run_1/metal_stack.png
The bar under the picture is 20 um long.
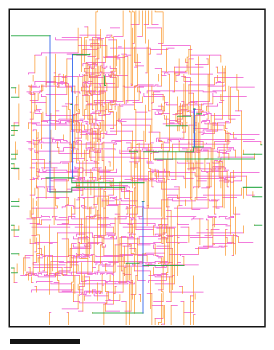
run_1/final_congestion.png
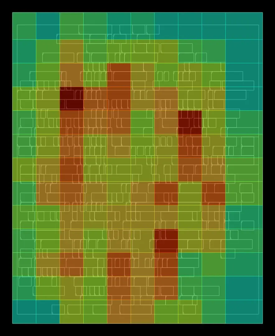
run_1/cell_classes.png
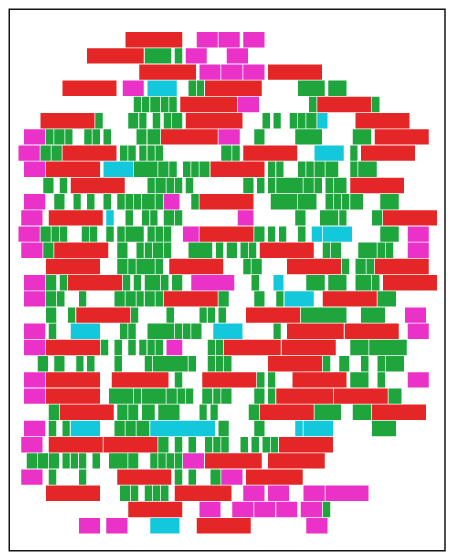
run_1/registers.png
The bar under the picture is 20 um long. Other sequential cells in the stronger grey, the rest of the logic in the fainter grey.
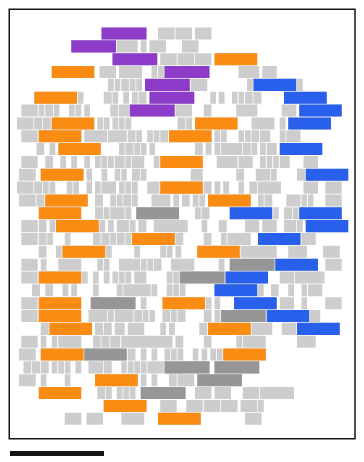
==> config.mk <==
export PLATFORM = sky130hd
export DESIGN_NAME = seg7_scan_driver
export DESIGN_NICKNAME = d
export VERILOG_FILES = /design/src/rtl/seg7_pkg.sv /design/src/rtl/bcd_to_seg7.sv /design/src/rtl/seg7_scan_driver.sv
export SDC_FILE = /design/constraint.sdc
export NUM_CORES = 1
export LEC_CHECK = 0
export ABC_AREA = 1
export CAP_MARGIN = 20
export CORE_ASPECT_RATIO = 1.25
export CORE_UTILIZATION = 49
export DETAILED_ROUTE_END_ITERATION = 12
export PLACE_DENSITY = 0.76
export SYNTH_ARGS = -nofsm -noshare
export SYNTH_HDL_FRONTEND = slang
export SYNTH_SLANG_ARGS = --single-unit
==> constraint.sdc <==
create_clock -name clk -period 2.3 [get_ports clk]
set_input_delay 0.69 -clock clk [delete_from_list [all_inputs] [get_ports clk]]
set_output_delay 0.69 -clock clk [all_outputs]
set_load 0.01 [all_outputs]
==> run_results.csv, run 1 <==
group,metric,value,unit
global_routing,antenna_found_initial,0,
clock_network,cts_resized,0,
floorplanning,die_w,72.9,um
logic_synthesis,edf_count,0,
worst_setup_path,arrival,2.39,ns
logic_synthesis,ys_seq_share,51.7,%
final_layout,n_clock_buffer,12,
routing,drtPass1Iterations,5,
logic_synthesis,floorplan.nets,392,
final_layout,nets,441,
clock_network,clkLatencyLatePin,0.35,ns
placed_design,preCtsSetupSlack,0.214,ns
routing,ant_nets,0,
logic_synthesis,ys.flops,63,
logic_synthesis,yosysWarnings,0,
timing,slew_headroom,61.3,%
worst_setup_path,worstSetupStartpointType,"flip-flop",
floorplanning,nWellTaps,82,
global_routing,grt_max_degree,64,
clock_network,cts_buffers,9,
placed_design,port_buffers,45,
placed_design,dpl.hpwl,4280,um
run_status,outcome,"finished, final reports clean",
final_layout,largest_register_ffs,30,
routing,drcViolationCount,0,
routing,first_iter_violations,120,
logic_synthesis,ys_top_cells_by_count,"nand2_1, dfrtp_1, nand3_1",
clock_network,cts_htree_levels,3,
worst_setup_path,worstSetupEndpointType,"flip-flop",
power_and_ir_drop,max-vdd-ir-drop,0.419,mV
clock_network,cts_setup_buffers,0,
worst_setup_path,cp_slowest_stage_delay,0.50,ns
final_layout,logic_area,0.00127,sq mm
logic_synthesis,top_cell_area_share,39.8,%
timing,fin_crit_sh,91.2,%
timing,worst_slack,0.202,ns
final_layout,logic_gate_count,244,
placed_design,place.gp.congestion,0.864,
final_layout,comb-cell-share,33.4,%
logic_synthesis,synth_cells,353,
floorplanning,fp_util,51.9,%
timing,setup_viol,0,
hold_path,hold_class,"flip-flop to flip-flop",
logic_synthesis,ys_cells,353,
final_layout,synthToLayoutAreaGrowth,23.3,%
clock_network,cts.sinks,63,
timing,fmaxAchievable,477,MHz
clock_network,clock_path_buffers,2,
worst_setup_path,worstPathRequired,2.60,ns
clock_network,clkTransAtPathRegs,0.07,ns
timing,slew_viol_final,0,
logic_synthesis,syn_area_per_cell,8.73,sq um
final_layout,num-nonclk-inverters,33,
worst_setup_path,crit_slowest_cell,"dfrtp_1",
final_layout,n_antenna_cell,0,
logic_synthesis,top_cell,"nand2_1",
timing,hold-worst-slack,0.439,ns
logic_synthesis,synth.area.top_cells,"dfrtp_1, nand2_1, dfstp_2, nand3_1, inv_1",
final_layout,buf_share,13.7,%
global_routing,grt_pass1_wl,11000,um
flow_run,warnings,26,
routing,viasPerCell,4.99,
timing,finClkSkew,0.00626,ns
power_and_ir_drop,powerDensity,562,mW/mm^2
clock_network,cts_tree,"yes",
logic_synthesis,synth-main-ff-cell,"dfrtp_1",
final_layout,num-nonclk-buffers,51,
final_layout,clock_area_share,5.00,%
About metal_stack.png:
layer	colour	wire length
met4	blue	123 um
met1	magenta	2650 um
met3	green	202 um
met2	orange	3190 um
WL/cell: 12.6 um
WL final: 6170 um
all-layer global routing usage: 22.0%

About final_congestion.png:
met1 usage: 27.2%
GRT met3 Usage: 5.02%
M2 GR Usage: 35.7%
Final Core Density: 64.1%
GR peak layer: met2

About cell_classes.png:
class	colour	cells	share of their area
other buffers and delay cells	magenta	51	14%
flops	red	63	43%
clock drivers and dummy loads	cyan	16	5.1%
all other logic	green	277	38%
# rows: 31
sequential portion of the cell area: 42.0%
cell area after layout: 0.00380 sq mm
Core Box Area: 0.00593 sq mm

About registers.png:
netlist name	colour	flops
r_cnt	blue	16
r_shadow	orange	30
o_seg	purple	7
Sequential Area: 0.00160 sq mm
Power Sequential: 0.00111 W

-- run 1: worst max-delay path: cells and delay by family, from the launching register on --
| kind | cells | cell delay, ns |
|---|---|---|
| AND/OR/NAND/NOR | 6 | 0.71 |
| flip-flops | 1 | 0.50 |
| buffers and inverters | 3 | 0.52 |
| adder cells (fa/ha/maj) | 1 | 0.25 |
| AND-OR/OR-AND | 1 | 0.06 |
-- run 1: layout by cell type (no fill, tap or decap), types with 7 or more instances in the layout --
cell and count:
clkbuf_8 10, ha_1 7, nand3_1 46, clkdlybuf4s50_1 45, inv_1 30, nand2_1 116, nor2_1 20, dfstp_2 14
xor2_1 12, dfrtp_1 48, a21oi_1 12
-- run 1: routing by layer --
| layer | share of wire, % | wire length [um] | vias to the layer above |
|---|---|---|---|
| met2 | 52 | 3190 | 47 |
| met4 | 2.0 | 123 | 0 |
| met5 | 0 | 0 | - |
| li1 | - | - | 1220 |
| met3 | 3.3 | 202 | 10 |
| met1 | 43 | 2650 | 1164 |
-- run 1: per-stage QoR --
stage | power [W] | std cells
after floorplan | 0.00115 | 353
after global placement | 0.00121 | 473
after detailed placement | 0.00121 | 473
after CTS | 0.00215 | 489
after global routing | 0.00222 | 489
final | 0.00214 | 489
-- run 1: power by group --
part | leakage, nW | internal [W] | switching, W
Clock | 0.100 | 0.000525 | 0.000423
Sequential | 0.659 | 0.00111 | 0
Combinational | 1.05 | 0.0000496 | 0.0000291
-- run 1: cells by family after synthesis --
kind of cell | share of synthesized area, %
AND/OR/NAND/NOR | 30.0
XOR/XNOR | 4.26
flip-flops | 51.7
AND-OR/OR-AND | 3.82
buffers and inverters | 7.31
adder cells (fa/ha/maj) | 2.84
## Run 2: what changed since run 1
--- a/config.mk
+++ b/config.mk
@@ -8,6 +8,7 @@
 export ABC_AREA = 1
 export CAP_MARGIN = 20
 export CORE_ASPECT_RATIO = 1.25
+export CORE_MARGIN = 1
 export CORE_UTILIZATION = 49
 export DETAILED_ROUTE_END_ITERATION = 12
 export PLACE_DENSITY = 0.76
run_2/metal_stack.png
The bar under the picture is 20 um long.
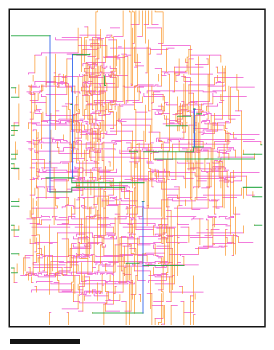
layer	colour	wire length
met2	orange	3190 um
met1	magenta	2650 um
met4	blue	123 um
met3	green	202 um
Vias: 2441

==> run 2 against run 1 <==
- non-clock buffer count is the same
- fmax is the same
- final cell count is the same
- sequential power is essentially flat
- hold slack is the same
- sequential share of layout area is the same
- flip-flop count is the same
- critical path type unchanged
==> run_results.csv, run 2 <==
group,metric,value,unit
global_routing,grt_max_degree,64,
worst_setup_path,arrival,2.39,ns
clock_network,clkTransAtPathRegs,0.07,ns
timing,slew_headroom,61.3,%
placed_design,post-place-cells,473,
final_layout,final_cell_area,0.00380,sq mm
placed_design,preCtsSetupSlack,0.214,ns
timing,finClkSkew,0.00626,ns
logic_synthesis,ys_cells,353,
floorplanning,die_w,72.9,um
clock_network,cts_setup_buffers,0,
final_layout,n_antenna_cell,0,
placed_design,port_buffers,45,
global_routing,antenna_found_initial,0,
logic_synthesis,syn_area_per_cell,8.73,sq um
global_routing,gr-total-overflow,0,
global_routing,track_usage,22.0,%
floorplanning,fp_util,51.9,%
power_and_ir_drop,max-vdd-ir-drop,0.419,mV
routing,drcViolationCount,0,
worst_setup_path,worstSetupEndpointType,"flip-flop",
final_layout,lay_top_cells,"nand2_1, dfrtp_1, nand3_1",
final_layout,final_util,64.1,%
timing,setup_viol,0,
worst_setup_path,crit_slowest_cell,"dfrtp_1",
logic_synthesis,top_cell_area_share,39.8,%
flow_run,warnings,26,
clock_network,cts_buffers,9,
logic_synthesis,top_cell,"nand2_1",
worst_setup_path,worstSetupStartpointType,"flip-flop",
logic_synthesis,ys_seq_share,51.7,%
run_status,outcome,"finished, final reports clean",
clock_network,cts_resized,0,
clock_network,cts_tree,"yes",
routing,drtPass1Iterations,5,
final_layout,fin_cells,489,
final_layout,synthToLayoutAreaGrowth,23.3,%
routing,first_iter_violations,120,
clock_network,cts.sinks,63,
placed_design,place.gp.congestion,0.864,
logic_synthesis,edf_count,0,
floorplanning,coreArea,0.00593,sq mm
worst_setup_path,worstPathRequired,2.60,ns
timing,slew_viol_final,0,
logic_synthesis,synth_top_cell_by_area,"dfrtp_1",
floorplanning,rows,31,
clock_network,clock_path_buffers,2,
clock_network,clkLatencyLatePin,0.35,ns
floorplanning,die.size.y,90.7,um
floorplanning,die-area,0.00661,sq mm
final_layout,largest_register_ffs,30,
routing,routed_wl,6170,um
final_layout,layout_top_cell,"nand2_1",
worst_setup_path,cp_slowest_stage_delay,0.50,ns
final_layout,nets,441,
power_and_ir_drop,powerDensity,562,mW/mm^2
placed_design,dpl.hpwl,4280,um
logic_synthesis,floorplan.nets,392,
hold_path,hold_class,"flip-flop to flip-flop",
timing,fmaxAchievable,477,MHz
routing,routedWlPerCell,12.6,um
timing,worst_slack,0.202,ns
logic_synthesis,synth-main-ff-cell,"dfrtp_1",
logic_synthesis,ys_top_cells_by_count,"nand2_1, dfrtp_1, nand3_1",
logic_synthesis,yosysWarnings,0,
timing,fin_crit_sh,91.2,%
logic_synthesis,synth_cells,353,
routing,ant_nets,0,
logic_synthesis,synth.area.top_cells,"dfrtp_1, nand2_1, dfstp_2, nand3_1, inv_1",
logic_synthesis,ys.flops,63,
-- run 2: critical path: cells and delay by family, from the launching register on --
kind                       cells  cell delay, ns
AOI/OAI and AO/OA              1            0.06
DFF                            1            0.50
buffers and inverters          3            0.52
adders and majority gates      1            0.25
and+or+nand+nor                6            0.71
-- run 2: cell type report --
| type | count | area (sq um) | share of cell area (%) |
|---|---|---|---|
| well taps | 82 | 103 | 2.70 |
| multi-input cells | 244 | 1270 | 33.4 |
| clock buffers | 12 | 145 | 3.82 |
| repair buffers | 51 | 520 | 13.7 |
| inverters | 33 | 124 | 3.26 |
| clock inverters | 4 | 45.0 | 1.18 |
| flip-flops and latches | 63 | 1600 | 42.0 |
-- run 2: cell families after synthesis --
kind of cell	after synthesis	synth area share, %
and+or+nand+nor	202	30.0
xor gates and xnor gates	15	4.26
adders and majority gates	7	2.84
buffers and inverters	46	7.31
AOI/OAI and AO/OA	20	3.82
DFF	63	51.7
-- run 2: per-layer routing --
layer  vias up  track usage, %  share of wire [%]
met5         -               0                  0
met1      1164            27.2                 43
met4         0            11.1                2.0
met3        10            5.02                3.3
met2        47            35.7                 52
li1       1220               -                  -
-- run 2: report_power, final --
group          internal (W)  switching (W)  total (W)  leakage (nW)
Sequential          0.00111              0    0.00111         0.659
Combinational     0.0000496      0.0000291  0.0000787          1.05
Clock              0.000525       0.000423   0.000948         0.100
Total               0.00168       0.000452    0.00214          1.81
-- run 2: per-stage QoR --
step / total power (W) / hold slack [ns]
2_1_floorplan: 0.00115 / 0.398
3_3_place_gp: 0.00121 / 0.442
3_5_place_dp: 0.00121 / 0.414
4_1_cts: 0.00215 / 0.435
5_1_grt: 0.00222 / 0.448
6_report: 0.00214 / 0.439
Power figures rest on the tool's default switching activity, not on a simulated workload.
